==> run_1/power_grid.png <==
Drawn at 6 px/um. Pins as bars on the die edge.
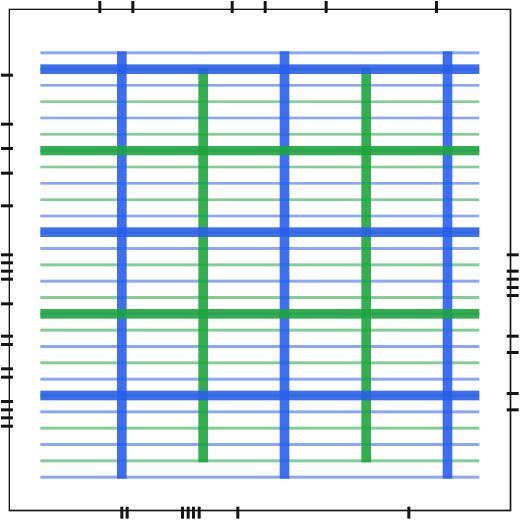
==> run_1/sizes.png <==
Drawn at 3 px/um.
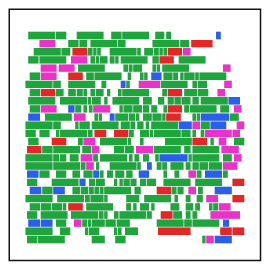
==> run_1/metal_density.png <==
Drawn at 4 px/um. 17 x 17 tiles, from dark purple (low) to yellow (high), scaled to the fullest tile. Values are wire area over tile area, all layers added.
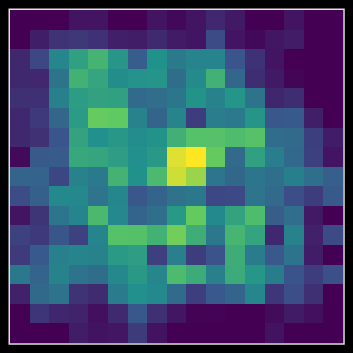
Design raster_text_sequencer, sky130hd; sources not shown.
==> impl_metrics.json, run 1 <==
{
  "dp_slack_ps": -807,
  "clock_power_share_pct": 41.8,
  "cts_buffer_depth": 2,
  "die_area_um2": 6940,
  "enable_flop_cells": 0,
  "place_inst": 392,
  "antenna_found_initial": 0,
  "n_antenna_cell": 0,
  "cts_buffers": 9,
  "cts-root-buf": "clkbuf_8",
  "slowest_stage": "dfrtp_2",
  "post_cts_buffers": 6,
  "met3_usage_pct": 4.26,
  "tightestPinTransition_ps": 589,
  "p_leak_uw": 0.00177,
  "avgSynthCellArea_um2": 10.5,
  "ys_sh_simple_pct": 20.8,
  "wl_met2_mm": 3.02,
  "arrival_ps": 1770,
  "violations": "setup timing",
  "ys_ff": 57,
  "cap_violations": 0,
  "viasPerCell": 5.55,
  "p_sw_share_pct": 25.2,
  "first_global_vias": 2388,
  "rsz0062_at_grt": "true",
  "hold_viol": 0,
  "wl_met3_um": 297,
  "synth_cell_types": 56,
  "syn-instance-count": 282,
  "remaining_drc_errors": 0,
  "top_cell": "dfrtp_1",
  "num-nets-final": 370,
  "max_freq_mhz": 422,
  "grt_pass1_wl_mm": 10.9,
  "path_cells": "ha_4, a21oi_4, nor2b_4, nor2_4, nor2_4, xor2_4, buf_6",
  "grt-ovfl-total": 0,
  "fp_nets": 309,
  "fin_crit_sh_pct": 108,
  "worstPathRequired_ps": 1600,
  "yosysWarnings": 0,
  "slew_violations": 0,
  "layout_top_cell": "dfrtp_1",
  "cts_tree": "built",
  "ys_seq_share_pct": 48.3,
  "grtUsageMet1_pct": 24.9,
  "ys_cells": 282,
  "setup_viol": 4,
  "async_flop_share_pct": 100,
  "fin_ws_ps": -171,
  "cp_top_family": "flip-flops",
  "layout-drive-gt1-share_pct": 23.0,
  "combPwrFrac_pct": 14.2,
  "xor_share_pct": 6.23,
  "crit_fanout": 3,
  "fin_setup_tns_ps": -598,
  "wl_met1_mm": 2.80,
  "status": "finished, violations left",
  "critical_path_buf_inv_count": 1,
  "mux_share_pct": 6.35,
  "rr_worst_depth": 6,
  "met2_usage_pct": 30.7,
  "log.warning_count": 30,
  "slowest_delay_ps": 430,
  "cp-end-kind": "primary output",
  "ys_top_logic_family": "simple AND/OR/NAND/NOR gates",
  "postPlaceCellArea_um2": 3490,
  "fa_ha_area_share_pct": 4.24,
  "seq_power_share_pct": 44.0,
  "crit_path_frequent_cell": "nor2_4",
  "p_int_uw": 1920,
  "top_cells_by_count": "57 x dfrtp_1, 31 x nor2_1, 21 x nand2_1, 16 x a21oi_1, 11 x xor2_1",
  "hold_buffers": 0,
  "grt_max_degree": 34,
  "top_layer": "met4",
  "fp_util_pct": 57.1,
  "ant_nets": 0,
  "cts_resized": 56,
  "gp_congestion": 0.847,
  "ios": 41,
  "htreeDepth": 3,
  "area_leaders": "dfrtp_1 48%, ha_1 4.2%, nor2_1 3.9%",
  "syn_area_um2": 2950,
  "finalCriticalPeriod_ps": 2370,
  "synthFlopType": "dfrtp_1",
  "finalNonFillerCells": 418,
  "crit_cells": 7,
  "synth-compound-area-share_pct": 10.2,
  "dp_hpwl_mm": 4.25,
  "yosys.stat.chipArea_um2": 2950,
  "clk_pin_slew_worst_paths_ps": 60,
  "cp-start-kind": "flop",
  "dr.pass1.iters": 4,
  "clock-sinks": 57,
  "fin_util_pct": 74.4,
  "cellPowerDensity_nw_per_um2": 666,
  "rrSetupSlack_ps": 280,
  "clk_latency_ps": 330,
  "largest_area_cell": "dfrtp_1",
  "top_usage_layer": "met2"
}
-- power_grid.png (at the start) --
color	net
green	VDD
blue	VSS
rows	26
signal pins	41
met1 rails	27
met5 straps	5
die height: 83.3 um
Core ar.: 5170 um2
Peak VDD IR: 0.000642 V
Die Width: 83.3 um

-- sizes.png (at the start) --
color	size	cells	share	most used
magenta	_3 and _4 cells	34	9.8%	buf_4
red	_6 and larger	22	6.3%	clkbuf_8
green	_0 and _1 cells	268	77%	dfrtp_1
blue	_2 cells	24	6.9%	mux2_2
final instance area: 3850 um2
setup ws final: -171 ps
Non-clk bufs: 68
P&R area growth vs syn: 30.3%

-- metal_density.png (at the start) --
densest ninth of the die	middle
emptiest ninth of the die	top right
fullest tile	0.48
tiles over half the peak	20%
mean over tiles	0.14
nearly empty tiles	14%
WL final: 6.24 mm
Vias: 2320
GRT Util Overall: 19.2%
drt wl/cell: 14.9 um

[run 1: metrics by stage]
stage | power [uW] | hold WS, ps
after detailed placement | 1510 | 413
after CTS | 2580 | 180
after floorplan | 1360 | 204
after global routing | 2670 | 200
after global placement | 1500 | 418
final | 2560 | 167
[run 1: power groups by stage]
stage          registers, uW  clock network [uW]  logic [uW]
4_1_cts                 1130                1090         364
3_5_place_dp            1150                   0         361
2_1_floorplan           1250                   0         117
6_report                1130                1070         363
3_3_place_gp            1140                   0         355
5_1_grt                 1140                1150         390
[run 1: area by class of cell]
class	count	area (um2)
Inverter	3	11.3
Sequential cell	57	1430
Clock buffer	14	193
Buffer	18	101
Tap cell	70	87.6
Multi-Input combinational cell	204	1510
Fill cell	353	1320
Clock inverter	2	33.8
Timing Repair Buffer	50	483
==> inputs of run 2 (changes only) <==
--- a/config.mk
+++ b/config.mk
@@ -7,13 +7,13 @@
 export LEC_CHECK = 0
 export ABC_AREA = 0
 export CORE_MARGIN = 5
-export CORE_UTILIZATION = 55
+export CORE_UTILIZATION = 51
 export CTS_BUF_LIST = sky130_fd_sc_hd__clkbuf_8
 export CTS_CLUSTER_DIAMETER = 100
 export DETAILED_ROUTE_END_ITERATION = 16
 export GPL_TIMING_DRIVEN = 0
 export HOLD_SLACK_MARGIN = 0.12
-export PLACE_DENSITY = 0.8
+export PLACE_DENSITY = 0.78
 export SYNTH_ARGS = -nofsm -noshare
 export SYNTH_HDL_FRONTEND = slang
 export SYNTH_SLANG_ARGS = --single-unit
==> constraint.sdc (replaced) <==
create_clock -name i_clk -period 2.08 [get_ports i_clk]
set_clock_uncertainty 0.05 [all_clocks]
set_input_delay 0.52 -clock i_clk [delete_from_list [all_inputs] [get_ports i_clk]]
set_output_delay 0.52 -clock i_clk [all_outputs]
set_load 0.05 [all_outputs]
==> run_2/placement.png <==
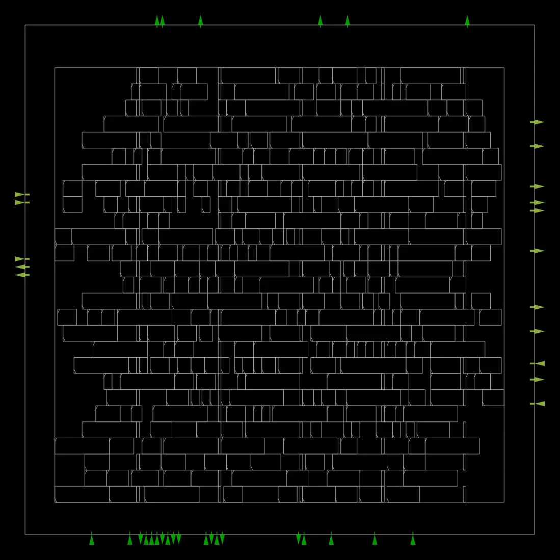
Flops: 57
Final Non-Filler Cells: 420
Tapcells: 72
Core ar.: 5570 um2
Fillers: 428

==> run_2/detail.png <==
Region (18, 35) to (68, 85) um. Cells in gray, sequential cells in the stronger gray; small squares are vias.
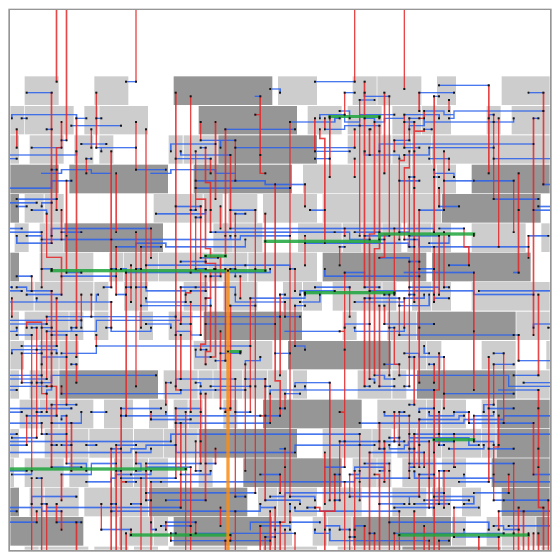
color	layer
green	metal 3
orange	metal 4
blue	metal 1
red	metal 2
cells with their middle in the window	165
most frequent	dfrtp_1 (22), nor2_1 (18), nand2_1 (10)
sequential cells in the window	25

==> impl_metrics.json, run 2 <==
{
  "cellPowerDensity_nw_per_um2": 721,
  "grt_pass1_wl_mm": 10.6,
  "met2_usage_pct": 30.1,
  "dp_slack_ps": -725,
  "cts_tree": "built",
  "remaining_drc_errors": 0,
  "tightestPinTransition_ps": 520,
  "largest_class": "logic gates",
  "rsz0062_at_grt": "true",
  "avgSynthCellArea_um2": 10.5,
  "largest_area_cell": "dfrtp_1",
  "cp-end-kind": "primary output",
  "die_y_um": 86.1,
  "first_global_vias": 2215,
  "clk_pin_slew_worst_paths_ps": 70,
  "clk_latency_ps": 350,
  "mux_share_pct": 6.35,
  "synth_cell_types": 56,
  "clock_power_share_pct": 44.8,
  "status": "finished, violations left",
  "clkbuf_count": 10,
  "setup_viol": 6,
  "wl_met3_um": 295,
  "ir_worst_vdd_v": 0.000571,
  "arrival_ps": 1850,
  "layout-drive-gt1-share_pct": 24.1,
  "enable_flop_cells": 0,
  "wl_met2_mm": 3.09,
  "met3_usage_pct": 5.48,
  "async_flop_share_pct": 100,
  "track_usage_pct": 18.4,
  "ys_seq_share_pct": 48.3,
  "p_leak_uw": 0.00183,
  "cap_violations": 0,
  "synthFlopType": "dfrtp_1",
  "cp-start-kind": "flop",
  "grt-ovfl-total": 0,
  "clock_area_share_pct": 6.20,
  "clock-sinks": 57,
  "dr.pass1.iters": 4,
  "top_usage_layer": "met2",
  "ys_ff": 57,
  "p_total_uw": 2840,
  "rrSetupSlack_ps": 170,
  "finalCriticalPeriod_ps": 2420,
  "logic_area_um2": 1580,
  "die_area_um2": 7410,
  "fin_setup_tns_ps": -1590,
  "violations": "setup timing",
  "syn_area_um2": 2950,
  "cts-root-buf": "clkbuf_8",
  "seq_power_share_pct": 42.0,
  "nonClockBufferCount": 68,
  "htreeDepth": 3,
  "crit_fanout": 2,
  "area_growth_pct": 33.2,
  "grt_max_degree": 37,
  "fin_util_pct": 70.6,
  "top_cell": "dfrtp_1",
  "syn-instance-count": 282,
  "dp_hpwl_mm": 4.25,
  "cts_buffers": 9,
  "p_sw_share_pct": 25.1,
  "fp_nets": 309,
  "fin_ws_ps": -338,
  "top_layer": "met4"
}
==> run_2/metal_density.png <==
Drawn at 4 px/um. 17 x 17 tiles, from dark purple (low) to yellow (high), scaled to the fullest tile. Values are wire area over tile area, all layers added.
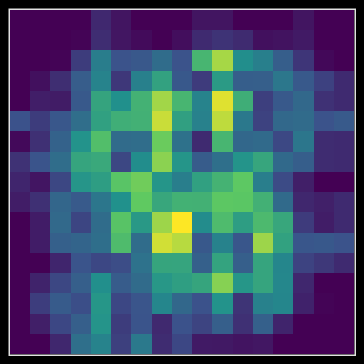
mean over tiles	0.13
tiles over half the peak	23%
nearly empty tiles	16%
densest ninth of the die	middle
emptiest ninth of the die	top left
Vias: 2277
drt wl/cell: 14.9 um

run 2: power by group through the flow:
stage	Clock, uW	Sequential, uW	Combinational (uW)
2_1_floorplan	0	1320	124
3_3_place_gp	0	1210	376
3_5_place_dp	0	1210	383
4_1_cts	1290	1190	378
5_1_grt	1340	1200	398
6_report	1270	1190	373
run 2: critical path, stage by stage, from the launching register on:
cell	delay, ps
dfrtp_2	420
ha_4	260
a21oi_4	180
nor2b_4	70
o21ai_2	220
xnor2_4	140
buf_4	210
run 2: repair_timing:
action                                  4_1_cts  5_1_grt
gates cloned                                  0        0
gates resized                                64        8
endpoints found under the hold margin        21        0
pin swaps                                     7        2
hold buffers                                  1        0
buffers inserted                              4        5
endpoints found under the setup margin       21       12
Power is estimated from default activity; no workload was simulated.
